<file path="src/rtl/hilo_md_ctrl_pkg.sv">
// Shared definitions for the HI/LO multiply/divide sequencer:
// op encodings, FSM states, divider iteration count and magnitude helper.
package hilo_md_ctrl_pkg;

    typedef enum logic [1:0] {
        MD_MULT  = 2'b00,
        MD_MULTU = 2'b01,
        MD_DIV   = 2'b10,
        MD_DIVU  = 2'b11
    } md_op_e;

    typedef enum logic [2:0] {
        S_IDLE,
        S_MUL,
        S_DIV,
        S_FIX,
        S_DZ
    } md_state_e;

    localparam int DIV_ITERS = 32;
    localparam int CNT_W     = 6;

    function automatic logic [31:0] mag(input logic [31:0] v, input logic neg);
        return neg ? (~v + 32'd1) : v;
    endfunction

endpackage

</file>
<file path="src/rtl/hilo_md_ctrl_mpy.sv">
// Unsigned 32x32->64 multiplier with LAT registered stages;
// the pipeline only advances while en is high.
module mpy_core_u32 #(
    parameter int LAT = 2
) (
    input  logic        clk,
    input  logic        reset,
    input  logic        en,
    input  logic [31:0] a,
    input  logic [31:0] b,
    output logic [63:0] p
);

    logic [63:0] pipe [LAT];

    always_ff @(posedge clk) begin
        if (reset) begin
            for (int i = 0; i < LAT; i++) pipe[i] <= '0;
        end else if (en) begin
            pipe[0] <= {32'd0, a} * {32'd0, b};
            for (int i = 1; i < LAT; i++) pipe[i] <= pipe[i-1];
        end
    end

    assign p = pipe[LAT-1];

endmodule

</file>
<file path="src/rtl/hilo_md_ctrl.sv">
// MIPS multiply/divide sequencer owning HI/LO; signed ops run
// in sign-magnitude form through an unsigned core.
module hilo_md_ctrl
    import hilo_md_ctrl_pkg::*;
#(
    parameter int MPY_LAT = 2
) (
    input  logic        clk,
    input  logic        reset,
    input  logic        start,
    input  logic [1:0]  op,
    input  logic [31:0] s,
    input  logic [31:0] t,
    input  logic        wr_hi,
    input  logic        wr_lo,
    input  logic [31:0] wr_data,
    output logic        busy,
    output logic        done,
    output logic        div_zero,
    output logic [31:0] hi,
    output logic [31:0] lo
);

    localparam logic [CNT_W-1:0] MUL_LAST = CNT_W'(MPY_LAT - 1);
    localparam logic [CNT_W-1:0] DIV_LAST = CNT_W'(DIV_ITERS - 1);

    md_state_e        state_q, state_d;
    md_op_e           op_q;
    logic             sgn_s_q, sgn_t_q;
    logic [31:0]      as_q, at_q;
    logic [31:0]      rem_q, quo_q;
    logic [CNT_W-1:0] cnt_q;
    logic             issue, s_neg, t_neg;
    logic [32:0]      rem_sh, diff;
    logic [63:0]      prod, res64;
    logic [31:0]      quo_f, rem_f;

    assign busy  = (state_q != S_IDLE) | done;
    assign issue = start & ~busy;
    assign s_neg = ~op[0] & s[31];
    assign t_neg = ~op[0] & t[31];

    mpy_core_u32 #(.LAT(MPY_LAT)) u_mpy (
        .clk   (clk),
        .reset (reset),
        .en    (state_q == S_MUL),
        .a     (as_q),
        .b     (at_q),
        .p     (prod)
    );

    // Restoring step: bit 32 of the 33-bit difference is the borrow.
    assign rem_sh = {rem_q, quo_q[31]};
    assign diff   = rem_sh - {1'b0, at_q};

    always_comb begin
        res64 = prod;
        quo_f = quo_q;
        rem_f = rem_q;
        if (~op_q[0] & (sgn_s_q ^ sgn_t_q)) begin
            res64 = ~prod + 64'd1;
            quo_f = ~quo_q + 32'd1;
        end
        if (~op_q[0] & sgn_s_q) rem_f = ~rem_q + 32'd1;
    end

    always_comb begin
        state_d = state_q;
        unique case (state_q)
            S_IDLE: if (issue) begin
                if (!op[1])        state_d = S_MUL;
                else if (t == '0)  state_d = S_DZ;
                else               state_d = S_DIV;
            end
            S_MUL:  if (cnt_q == MUL_LAST) state_d = S_FIX;
            S_DIV:  if (cnt_q == DIV_LAST) state_d = S_FIX;
            S_FIX:  state_d = S_IDLE;
            S_DZ:   state_d = S_IDLE;
            default: state_d = S_IDLE;
        endcase
    end

    always_ff @(posedge clk) begin
        if (reset) state_q <= S_IDLE;
        else       state_q <= state_d;
    end

    always_ff @(posedge clk) begin
        if (reset) begin
            op_q     <= MD_MULT;
            sgn_s_q  <= 1'b0;
            sgn_t_q  <= 1'b0;
            as_q     <= '0;
            at_q     <= '0;
            rem_q    <= '0;
            quo_q    <= '0;
            cnt_q    <= '0;
            hi       <= '0;
            lo       <= '0;
            done     <= 1'b0;
            div_zero <= 1'b0;
        end else begin
            done     <= 1'b0;
            div_zero <= 1'b0;
            unique case (state_q)
                S_IDLE: begin
                    if (issue) begin
                        op_q    <= md_op_e'(op);
                        sgn_s_q <= s_neg;
                        sgn_t_q <= t_neg;
                        as_q    <= mag(s, s_neg);
                        at_q    <= mag(t, t_neg);
                        rem_q   <= '0;
                        quo_q   <= mag(s, s_neg);
                        cnt_q   <= '0;
                    end else if (!busy) begin
                        if (wr_hi) hi <= wr_data;
                        if (wr_lo) lo <= wr_data;
                    end
                end
                S_MUL: cnt_q <= cnt_q + 1'b1;
                S_DIV: begin
                    cnt_q <= cnt_q + 1'b1;
                    if (!diff[32]) begin
                        rem_q <= diff[31:0];
                        quo_q <= {quo_q[30:0], 1'b1};
                    end else begin
                        rem_q <= rem_sh[31:0];
                        quo_q <= {quo_q[30:0], 1'b0};
                    end
                end
                S_FIX: begin
                    done <= 1'b1;
                    if (op_q[1]) begin
                        hi <= rem_f;
                        lo <= quo_f;
                    end else begin
                        hi <= res64[63:32];
                        lo <= res64[31:0];
                    end
                end
                S_DZ: begin
                    done     <= 1'b1;
                    div_zero <= 1'b1;
                end
                default: ;
            endcase
        end
    end

endmodule

</file>
<file path="config.mk">
export PLATFORM = sky130hd
export DESIGN_NAME = hilo_md_ctrl
export DESIGN_NICKNAME = d
export VERILOG_FILES = /design/src/rtl/hilo_md_ctrl_pkg.sv /design/src/rtl/hilo_md_ctrl_mpy.sv /design/src/rtl/hilo_md_ctrl.sv
export SDC_FILE = /design/constraint.sdc
export NUM_CORES = 2
export LEC_CHECK = 0
export CORE_ASPECT_RATIO = 0.9
export CORE_MARGIN = 10
export CORE_UTILIZATION = 47
export CTS_CLUSTER_SIZE = 14
export DETAILED_ROUTE_END_ITERATION = 10
export PLACE_DENSITY_LB_ADDON = 0.3
export SYNTH_ARGS = -nofsm -noshare
export SYNTH_HDL_FRONTEND = slang
export SYNTH_SLANG_ARGS = --single-unit
</file>
<file path="constraint.sdc">
create_clock -name clk -period 9.3 [get_ports clk]
set_input_delay 1.86 -clock clk [delete_from_list [all_inputs] [get_ports clk]]
set_output_delay 1.86 -clock clk [all_outputs]
set_load 0.02 [all_outputs]
</file>
**The metal 3 layer**

Scale: 1 px per µm.
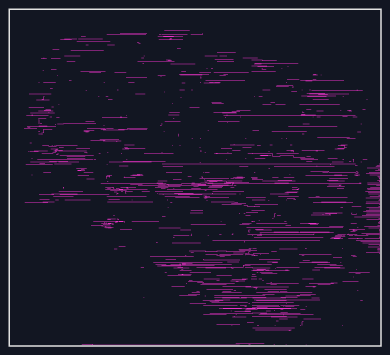
The wires run mostly horizontal. The layer holds 6.6% of the routed length. 533 nets have wire on it. The longest straight run is 194 µm.
via count: 41000
M3 GR Usage: 0.0331
Detailed Route WL: 159 mm

**Wire density map**

Scale: 1 px per µm. The die is cut into 37 by 34 equal tiles; black is low, pale yellow is high, scaled to the fullest tile. Values are wire area over tile area, all layers added.
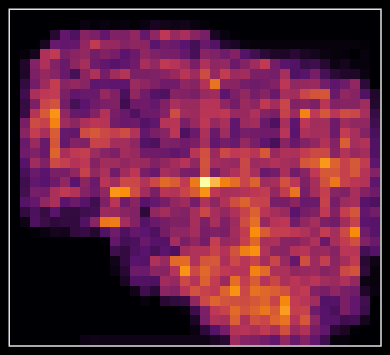
16% of the tiles are over half the peak. The emptiest ninth of the die: south-west. The fullest tile reaches 0.71. The mean over all tiles is 0.21. 22% of the tiles are nearly empty.
DR WL/cell: 21.7 µm
GRT Util Overall: 0.256

**Sequential cells coloured by netlist name**

Scale: 1 px per µm. Other sequential cells in the stronger grey, the rest of the logic in the fainter grey.
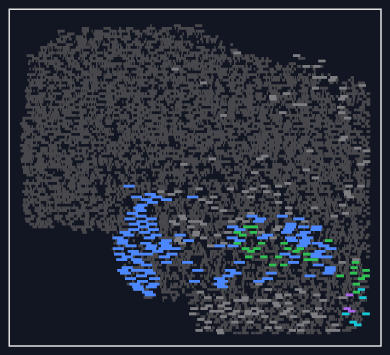
Purple is state_q, sequential cells 3. Blue is u_mpy.pipe, sequential cells 128. Green is quo_q, sequential cells 32. Cyan is cnt_q, sequential cells 6, where south-east.
Seq area share: 0.141
fin util: 0.518

==> placed cells by master, fill, tap and decap left out, types with 27 or more instances in the layout <==
cell type / Yosys / final
inv_1: 914 / 914
fa_1: 897 / 897
and2_1: 687 / 687
nand2_1: 649 / 649
nor2_1: 310 / 307
ha_1: 302 / 302
a21oi_1: 253 / 252
dfxtp_1: 207 / 206
clkdlybuf4s50_1: 0 / 168
o21ai_0: 160 / 160
xnor2_1: 142 / 142
edfxtp_1: 128 / 128
buf_4: 1 / 123
xor2_1: 111 / 111
a21o_1: 71 / 71
nor3_1: 52 / 51
a211oi_1: 50 / 50
o211ai_1: 46 / 46
clkbuf_16: 0 / 43
nand3_1: 39 / 39
a311oi_1: 38 / 38
and3_1: 32 / 32
o31ai_1: 29 / 29
nand4_1: 28 / 28
mux2i_1: 27 / 27
==> metrics by stage <==
stage / hold WS [ps] / power (µW)
after floorplan: 448 / 7240
after global placement: 447 / 9810
after detailed placement: 478 / 9880
after CTS: 486 / 11800
after global routing: 504 / 12700
final: 478 / 11800
==> worst max path at each step <==
stage / start / end / slack [ps]
after global placement: at_q[5] / u_mpy.pipe[0][63] / 790
after CTS: at_q[5] / u_mpy.pipe[0][63] / 690
final: at_q[5] / u_mpy.pipe[0][63] / 510
after global routing: at_q[5] / u_mpy.pipe[0][57] / 270
after floorplan: at_q[9] / u_mpy.pipe[0][48] / 1740
after detailed placement: at_q[5] / u_mpy.pipe[0][63] / 650
==> report_power, final <==
part	internal [µW]	total [µW]	switching [µW]	leakage [µW]
clock	1100	1850	757	0.000753
combinational	2850	7660	4820	0.0222
sequential	1820	2300	475	0.00304
==> cells by family after synthesis <==
kind of cell    count (synthesis)
xor+xnor                      254
simple gates                 1930
buf+inv                      1275
mux                            30
fa+ha+maj                    1199
flops                         335
compound gates                805
==> metrics.cfg <==
[pwr]
power_leakage_uw=0.0260
power_density_nw_per_um2=208
ir_drop_mv=0.233

[route]
drc=0
viasPerCell=5.60
firstDrtPassIters=8
met2_length_mm=76.1
wl_met1_mm=66.7
wl_met3_mm=10.5
highest_layer=met4
ant_nets=0
drt-initial-drc-count=3597

[cells_and_area]
area_dominant_class=multi-input combinational cells
register_area_um2=7990
largest_reg_flops=128
n_fill_cell=10100
comb_area_um2=39200
num-nonclk-inverters=914
nets=7110
logic_gates=4218
drive_above_1_share=0.0419
nClkBuffers=54
clock_cell_area_share=0.0274
n_antenna_cell=6
syn_to_final_growth_pct=9.26
comb_share=0.691
layoutNonFillerInstCount=7310
largest_register=u_mpy.pipe
fin_area_um2=56700
layout.nonclk_buf_frac=0.0479
ff_count=335
nNonClkBuffers=297

[setup_path]
crit_fanout=34
r2r_cells=24
path_delay_family=adder cells
cp.required_ps=9630
max_stage_delay_ps=1160
critPathSlowestCell=dfxtp_1
timing.rr.end=u_mpy.pipe[0][63]
path_cells=nand2_1, fa_1, inv_1, fa_1, fa_1, inv_1, fa_1, inv_1, fa_1, fa_1, fa_1, inv_1, fa_1, inv_1, ha_1, nand4_1, or3_1, nor3_1, o211ai_1, a31oi_1, a211oi_1, a21oi_1, xnor2_1, nor2_1
critPathMostFrequentCell=fa_1
rrSetupSlack_ps=510
crit_cells=24
critPathCaptureType=flop
r2r_start=at_q[5]
critPathKind=flop to flop
startpoint_type=flop
cp.arrival_ps=9110
worst-path-buf-inv=5

[clock_network]
cts_tree=yes
clk_pin_slew_ps=60
insertion_delay_ps=620
root_buffer=clkbuf_16
numCtsBuffers=42
cts_resized=0
htreeDepth=2
post-cts-setup-buffer-count=0
clockBufferDepth=3
cts.sinks=335
cts_hold_buf=0

[global_routing]
overflow=0
antenna_found_initial=5
met1_usage=0.350
grt_pass1_wl_mm=249
met2_usage=0.418
grt_pass1_vias=41800
grt.busiest_layer=met2
grt_max_degree=89

[logic_synthesis]
yosys.area.top_type_share=0.346
top_cells_by_count=inv_1, fa_1, and2_1
syn_inst=5828
logic_family=adder cells
ys_types=79
synth-main-ff-cell=dfxtp_1
synth_top_cell_by_count=inv_1
synth_area_per_cell_um2=8.91
yosys_cells=5828
ys_area_um2=51900
syn_nets=7130
synth.area.top_cells=fa_1, and2_1, dfxtp_1
ys_sh_adder=0.419
synth.cellmix.xorXnorShare=0.0430
simple_gate_share=0.187
syn-cell-area_um2=51900
yosysTopAreaCell=fa_1
synth-edff-count=128
synthArstFlopShare=0
synthMuxAreaShare=0.00608
synth_warnings=0
seq_area_frac_synth=0.154
ys_sh_aoi=0.0987
ys.flops=335

[sta]
drv_slew=0
finalSetupViolCount=0
fin_tns_setup_ps=0
worstMarginPinSlew_ps=1270
finalWorstSetupSlack_ps=515
finClkSkew_ps=48.3
relSlewSlack=0.152
hold_viol=0
max_freq_ghz=0.114
rsz0062_at_grt=false
layout_min_cycle_time_ps=8790
fin_crit_sh=0.945

[worst_hold_path]
holdPathEnd=hi[27]
worstHoldStart=hi[27]
hold_depth=2
hold_path.class=flop to flop

[floorplan]
die_h_um=335
num_rows=115
die_w_um=370
dieArea_um2=124000
pin_count=170
core_area_um2=109000
fp_util=0.474
tap_cells=1462

[placement]
placed_cell_area_um2=55100
place_congestion=0.945
dpl.hpwl_mm=129
post-place-ws_ps=653
portBuffers=169
dpl.cell_count=7226

[job]
cap_violations=0
tool_warnings=27

[run_status]
status=finished, final reports clean

Power and IR drop assume default switching activity.
